<file path="config.mk">
export PLATFORM = sky130hd
export DESIGN_NAME = honzales_stream
export DESIGN_NICKNAME = d
export VERILOG_FILES = /design/src/rtl/honzales_pkg.sv /design/src/rtl/honzales_alu.sv /design/src/rtl/honzales_stream.sv
export SDC_FILE = /design/constraint.sdc
export NUM_CORES = 1
export LEC_CHECK = 0
export CORE_MARGIN = 2
export CORE_UTILIZATION = 40
export CTS_CLUSTER_SIZE = 10
export DETAILED_ROUTE_END_ITERATION = 10
export GPL_ROUTABILITY_DRIVEN = 0
export PLACE_DENSITY = 0.57
export SLEW_MARGIN = 25
export SYNTH_ARGS = -nofsm -noshare
export SYNTH_HDL_FRONTEND = slang
export SYNTH_SLANG_ARGS = --single-unit
</file>
<file path="constraint.sdc">
create_clock -name clock -period 9 [get_ports clock]
set_input_delay 2.7 -clock clock [delete_from_list [all_inputs] [get_ports clock]]
set_output_delay 2.7 -clock clock [all_outputs]
set_load 0.005 [all_outputs]
</file>
<file path="src/rtl/honzales_pkg.sv">
// Shared constants for the honzales_stream pipeline: op encodings and default widths.
package honzales_pkg;

    localparam int unsigned DEFAULT_WIDTH  = 20;
    localparam int unsigned DEFAULT_STEP_W = 8;

    localparam logic [1:0] MODE_ADD    = 2'b00;
    localparam logic [1:0] MODE_SATADD = 2'b01;
    localparam logic [1:0] MODE_ACC    = 2'b10;
    localparam logic [1:0] MODE_SUB    = 2'b11;

endpackage

</file>
<file path="src/rtl/honzales_alu.sv">
// Combinational op unit: wrap add, saturating add, accumulate, wrap subtract with overflow flag.
module honzales_alu
    import honzales_pkg::*;
#(
    parameter int unsigned WIDTH  = DEFAULT_WIDTH,
    parameter int unsigned STEP_W = DEFAULT_STEP_W
) (
    input  logic [1:0]        mode,
    input  logic [WIDTH-1:0]  d,
    input  logic [STEP_W-1:0] step,
    input  logic [WIDTH-1:0]  acc,
    output logic [WIDTH-1:0]  result,
    output logic              ovf
);

    logic [WIDTH-1:0] step_ext;
    logic [WIDTH:0]   sum;
    logic [WIDTH:0]   diff;
    logic [WIDTH:0]   acc_sum;

    always_comb begin
        step_ext              = '0;
        step_ext[STEP_W-1:0]  = step;
        sum                   = {1'b0, d} + {1'b0, step_ext};
        diff                  = {1'b0, d} - {1'b0, step_ext};
        acc_sum               = {1'b0, acc} + {1'b0, d};
    end

    always_comb begin
        result = '0;
        ovf    = 1'b0;
        unique case (mode)
            MODE_ADD: begin
                result = sum[WIDTH-1:0];
                ovf    = sum[WIDTH];
            end
            MODE_SATADD: begin
                result = sum[WIDTH] ? '1 : sum[WIDTH-1:0];
                ovf    = sum[WIDTH];
            end
            MODE_ACC: begin
                result = acc_sum[WIDTH-1:0];
                ovf    = acc_sum[WIDTH];
            end
            MODE_SUB: begin
                // Top bit of the extended difference is the borrow.
                result = diff[WIDTH-1:0];
                ovf    = diff[WIDTH];
            end
            default: begin
                result = '0;
                ovf    = 1'b0;
            end
        endcase
    end

endmodule

</file>
<file path="src/rtl/honzales_stream.sv">
// Two-stage valid/ready pipeline applying a runtime-selected arithmetic op to each streamed word.
module honzales_stream
    import honzales_pkg::*;
#(
    parameter int unsigned WIDTH      = DEFAULT_WIDTH,
    parameter int unsigned STEP_W     = DEFAULT_STEP_W,
    parameter int unsigned RESET_STEP = 1
) (
    input  logic              clock,
    input  logic              reset,
    input  logic              io_in_valid,
    output logic              io_in_ready,
    input  logic [WIDTH-1:0]  io_in_data,
    input  logic [1:0]        io_mode,
    input  logic              io_step_we,
    input  logic [STEP_W-1:0] io_step,
    output logic              io_out_valid,
    input  logic              io_out_ready,
    output logic [WIDTH-1:0]  io_out_data,
    output logic              io_out_ovf
);

    logic              s1_valid_q, s1_valid_d;
    logic [WIDTH-1:0]  s1_data_q, s1_data_d;
    logic [1:0]        s1_mode_q, s1_mode_d;
    logic [STEP_W-1:0] s1_step_q, s1_step_d;

    logic              s2_valid_q, s2_valid_d;
    logic [WIDTH-1:0]  s2_data_q, s2_data_d;
    logic              s2_ovf_q, s2_ovf_d;

    logic [WIDTH-1:0]  acc_q, acc_d;
    logic [STEP_W-1:0] step_q, step_d;

    logic              s1_moves;
    logic              accept;
    logic [WIDTH-1:0]  alu_result;
    logic              alu_ovf;

    honzales_alu #(
        .WIDTH  (WIDTH),
        .STEP_W (STEP_W)
    ) u_alu (
        .mode   (s1_mode_q),
        .d      (s1_data_q),
        .step   (s1_step_q),
        .acc    (acc_q),
        .result (alu_result),
        .ovf    (alu_ovf)
    );

    // Ready depends only on registered state, never on io_in_valid.
    always_comb begin
        s1_moves    = !s2_valid_q || io_out_ready;
        io_in_ready = !s1_valid_q || s1_moves;
        accept      = io_in_valid && io_in_ready;
    end

    always_comb begin
        s1_valid_d = s1_valid_q;
        s1_data_d  = s1_data_q;
        s1_mode_d  = s1_mode_q;
        s1_step_d  = s1_step_q;
        s2_valid_d = s2_valid_q;
        s2_data_d  = s2_data_q;
        s2_ovf_d   = s2_ovf_q;
        acc_d      = acc_q;
        step_d     = step_q;

        if (io_step_we) begin
            step_d = io_step;
        end

        // Old step is captured when a write and an accept coincide.
        if (accept) begin
            s1_valid_d = 1'b1;
            s1_data_d  = io_in_data;
            s1_mode_d  = io_mode;
            s1_step_d  = step_q;
        end else if (s1_moves) begin
            s1_valid_d = 1'b0;
        end

        if (s1_moves) begin
            s2_valid_d = s1_valid_q;
            if (s1_valid_q) begin
                s2_data_d = alu_result;
                s2_ovf_d  = alu_ovf;
                if (s1_mode_q == MODE_ACC) begin
                    acc_d = alu_result;
                end
            end
        end
    end

    always_ff @(posedge clock) begin
        if (!reset) begin
            s1_valid_q <= 1'b0;
            s1_data_q  <= '0;
            s1_mode_q  <= MODE_ADD;
            s1_step_q  <= '0;
            s2_valid_q <= 1'b0;
            s2_data_q  <= '0;
            s2_ovf_q   <= 1'b0;
            acc_q      <= '0;
            step_q     <= STEP_W'(RESET_STEP);
        end else begin
            s1_valid_q <= s1_valid_d;
            s1_data_q  <= s1_data_d;
            s1_mode_q  <= s1_mode_d;
            s1_step_q  <= s1_step_d;
            s2_valid_q <= s2_valid_d;
            s2_data_q  <= s2_data_d;
            s2_ovf_q   <= s2_ovf_d;
            acc_q      <= acc_d;
            step_q     <= step_d;
        end
    end

    always_comb begin
        io_out_valid = s2_valid_q;
        io_out_data  = s2_data_q;
        io_out_ovf   = s2_ovf_q;
    end

endmodule
</file>
==> images/cell_classes.png <==
Drawn at 2 px/um.
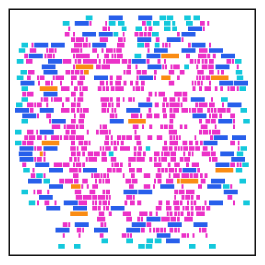
- orange: clock drivers and dummy loads (cells 14; share of their area 4.3%)
- cyan: other buffers and delay cells (cells 65; share of their area 9.9%)
- magenta: all other logic (cells 588; share of their area 60%)
- blue: flip-flops (cells 81; share of their area 26%)

==> images/port_nets.png <==
Drawn at 4 px/um.
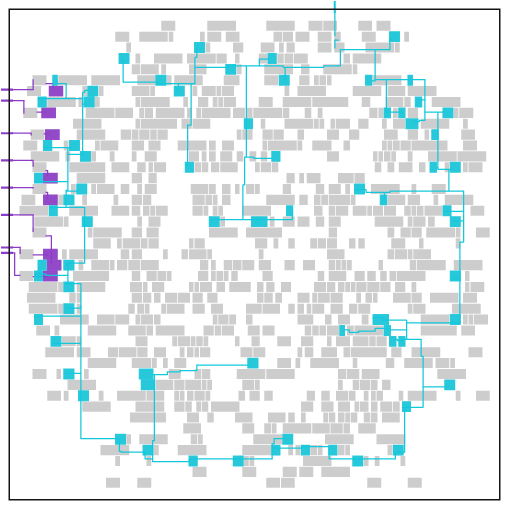
- purple: `io_step` (bits 8; direction input; end cells 8; wire 78.9 um)
- cyan: `reset` (bits 1; direction input; end cells 71; wire 785 um)
I/O pin count: 58
IO Port Bufs: 57

==> results.tsv <==
metric	value	unit
h-tree-depth	3	
wl_met1	7234	um
synth_seq_share	28.98	%
dr.pass1.iters	5	
endpoint_kind	output port	
yosysWarnings	0	
post_cts_buffers	0	
clockBufferDepth	2	
grt_pass1_vias	4794	
ctsHoldBuffers	0	
ys_area	5595	um^2
synthArstFlopShare	0	%
clock_latency	350	ps
chipArea	14950	um^2
synth-edff-count	0	
fp_nets	788	
dp_hpwl	11400	um
top_cell_area_share	28.98	%
top_area_cell	dfxtp_1	
synthCells	714	
wire_per_inst	16.71	um
drt_wl_total	15510	um
fmax	149.4	MHz
fin_ws	2305	ps
ys.flops	81	
topCellsByArea	dfxtp_1, nand2_1, ha_1	
power_per_cell_area	141.1	nW/um^2
timing.final.crit_share	74.39	%
drt-initial-drc-count	372	
cts_tree	built	
max_slew_margin	35.39	%
fill_cells	1398	
worstReg2RegEnd	io_out_data[12]	
crit_required	6300	ps
die_x	122.3	um
synth_area	5595	um^2
stdcell_count	928	
holdPathEnd	io_out_data[5]	
tool_warnings	34	
arrival	4000	ps
dp_cells	914	
coreArea	13770	um^2
root_buffer	clkbuf_16	
status	complete, no violations	
cts-resized-gates	0	
die_y	122.3	um
tightestPinTransition	966.7	ps
hold_class	register to register	
initial_utilization	40.62	%
layout-drive-gt1-share	5.214	%
antenna_found_initial	0	
power_leakage	2.565	nW
top_layer	met4	
hold_depth	1	
vias	5095	
rsz0062_at_grt	no	
cts_buffers	9	
timing.rr.start	s1_step_q[5]	
syn_avg_cell_area	7.837	um^2
wl_met2	7293	um
r2r_cells	10	
place_ws	2315	ps
final_hold_viol_count	0	
ir_drop	99.18	uV
critPathKind	input pin to output port	
fin_nets	819	
fin_tns_setup	0	ps
skew	6.121	ps
crit_fanout	5	
grt-ovfl-total	0	
antenna_left	0	
min_from	io_out_data[5]	
crit_path_start_kind	input pin	
area_growth	16.79	%
flop_cell	dfxtp_1	
final_cell_mix	nand2_1, dfxtp_1, clkdlybuf4s50_1	
period_needed	6695	ps
maxCapViolCount	0	
layout_top_cell	nand2_1	
synth.distinct_cells	64	
ys_cells	714	
grt_max_degree	72	
setup_viol	0	
regToRegSetupSlack	5550	ps
viasPerCell	5.490	
drc	0	
==> stage by stage <==
stage               cell area [um^2]  power (mW)  util, %  hold WS [ps]
detailed placement              6265      0.5837    45.49         444.2
floorplan                       5595      0.5216        -         440.3
global route                    6535      0.9664    47.45         487.6
finish                          6535      0.9223    47.45         463.3
CTS                             6535      0.9335    47.45         468.1
global placement                6262      0.5798    45.47         456.5
==> cells by family after synthesis <==
family                   share of synthesized area (%)
buffers and inverters                            4.897
XOR/XNOR                                         7.044
AND-OR/OR-AND                                    25.07
AND/OR/NAND/NOR                                  21.98
flip-flops                                       28.98
adder cells (fa/ha/maj)                          9.123
multiplexers                                     2.907
==> state kept, by name (all words and copies together) (netlist names), 2 cells and up <==
signal       count
io_out_data     20
step_q           8
s1_mode_q        2
s1_step_q        8
s1_data_q       20
acc_q           20
==> cell usage after synthesis (all sizes together) (6+ instances only) <==
cell type	instances
inv	23
a21boi	35
a211oi	16
nand2b	9
clkbuf	38
and2	12
a21oi	45
a221oi	8
xnor2	27
nand4	8
nand2	124
o21bai	6
nor2b	20
nor2	39
nor3	16
buf	7
nand3	14
xor2	18
mux2i	14
ha	36
a21o	9
o21ai	31
o211ai	6
a31oi	6
o31ai	6
dfxtp	81
==> worst max-delay path, cell delays in order <==
cell             delay (ps)
clkdlybuf4s50_1         400
nor2b_1                 260
nand2_1                 160
clkdlybuf4s50_1         480
==> power breakdown <==
group | total (mW) | switching (mW) | internal, mW
clock network | 0.346 | 0.148 | 0.198
registers | 0.393 | 0.0185 | 0.374
logic | 0.184 | 0.0981 | 0.0856
==> how the worst max path moves through the flow <==
stage                  from  slack, ps  depth (start not counted)          end
2_1_floorplan  io_out_ready       3280                          2  io_in_ready
3_3_place_gp   io_out_ready       2390                          4  io_in_ready
3_5_place_dp   io_out_ready       2320                          4  io_in_ready
4_1_cts        io_out_ready       2320                          4  io_in_ready
5_1_grt        io_out_ready       2220                          4  io_in_ready
6_report       io_out_ready       2300                          4  io_in_ready
==> layer usage <==
| layer | vias up | global-route usage (%) |
|---|---|---|
| met2 | 126 | 35.56 |
| met4 | 0 | 7.615 |
| met1 | 2381 | 27.69 |
| li1 | 2572 | - |
| met3 | 16 | 4.368 |
| met5 | - | 0 |
==> layout make-up <==
class	count	area, um^2	area share (%)
Clock buffer	11	252.7	3.868
Clock inverter	3	17.52	0.2680
Inverter	24	90.09	1.379
Multi-Input combinational cell	564	3702	56.65
Sequential cell	81	1622	24.81
Tap cell	180	225.2	3.446
Timing Repair Buffer	65	625.6	9.573
No activity file was given, so power comes from the tool's default toggle rates.
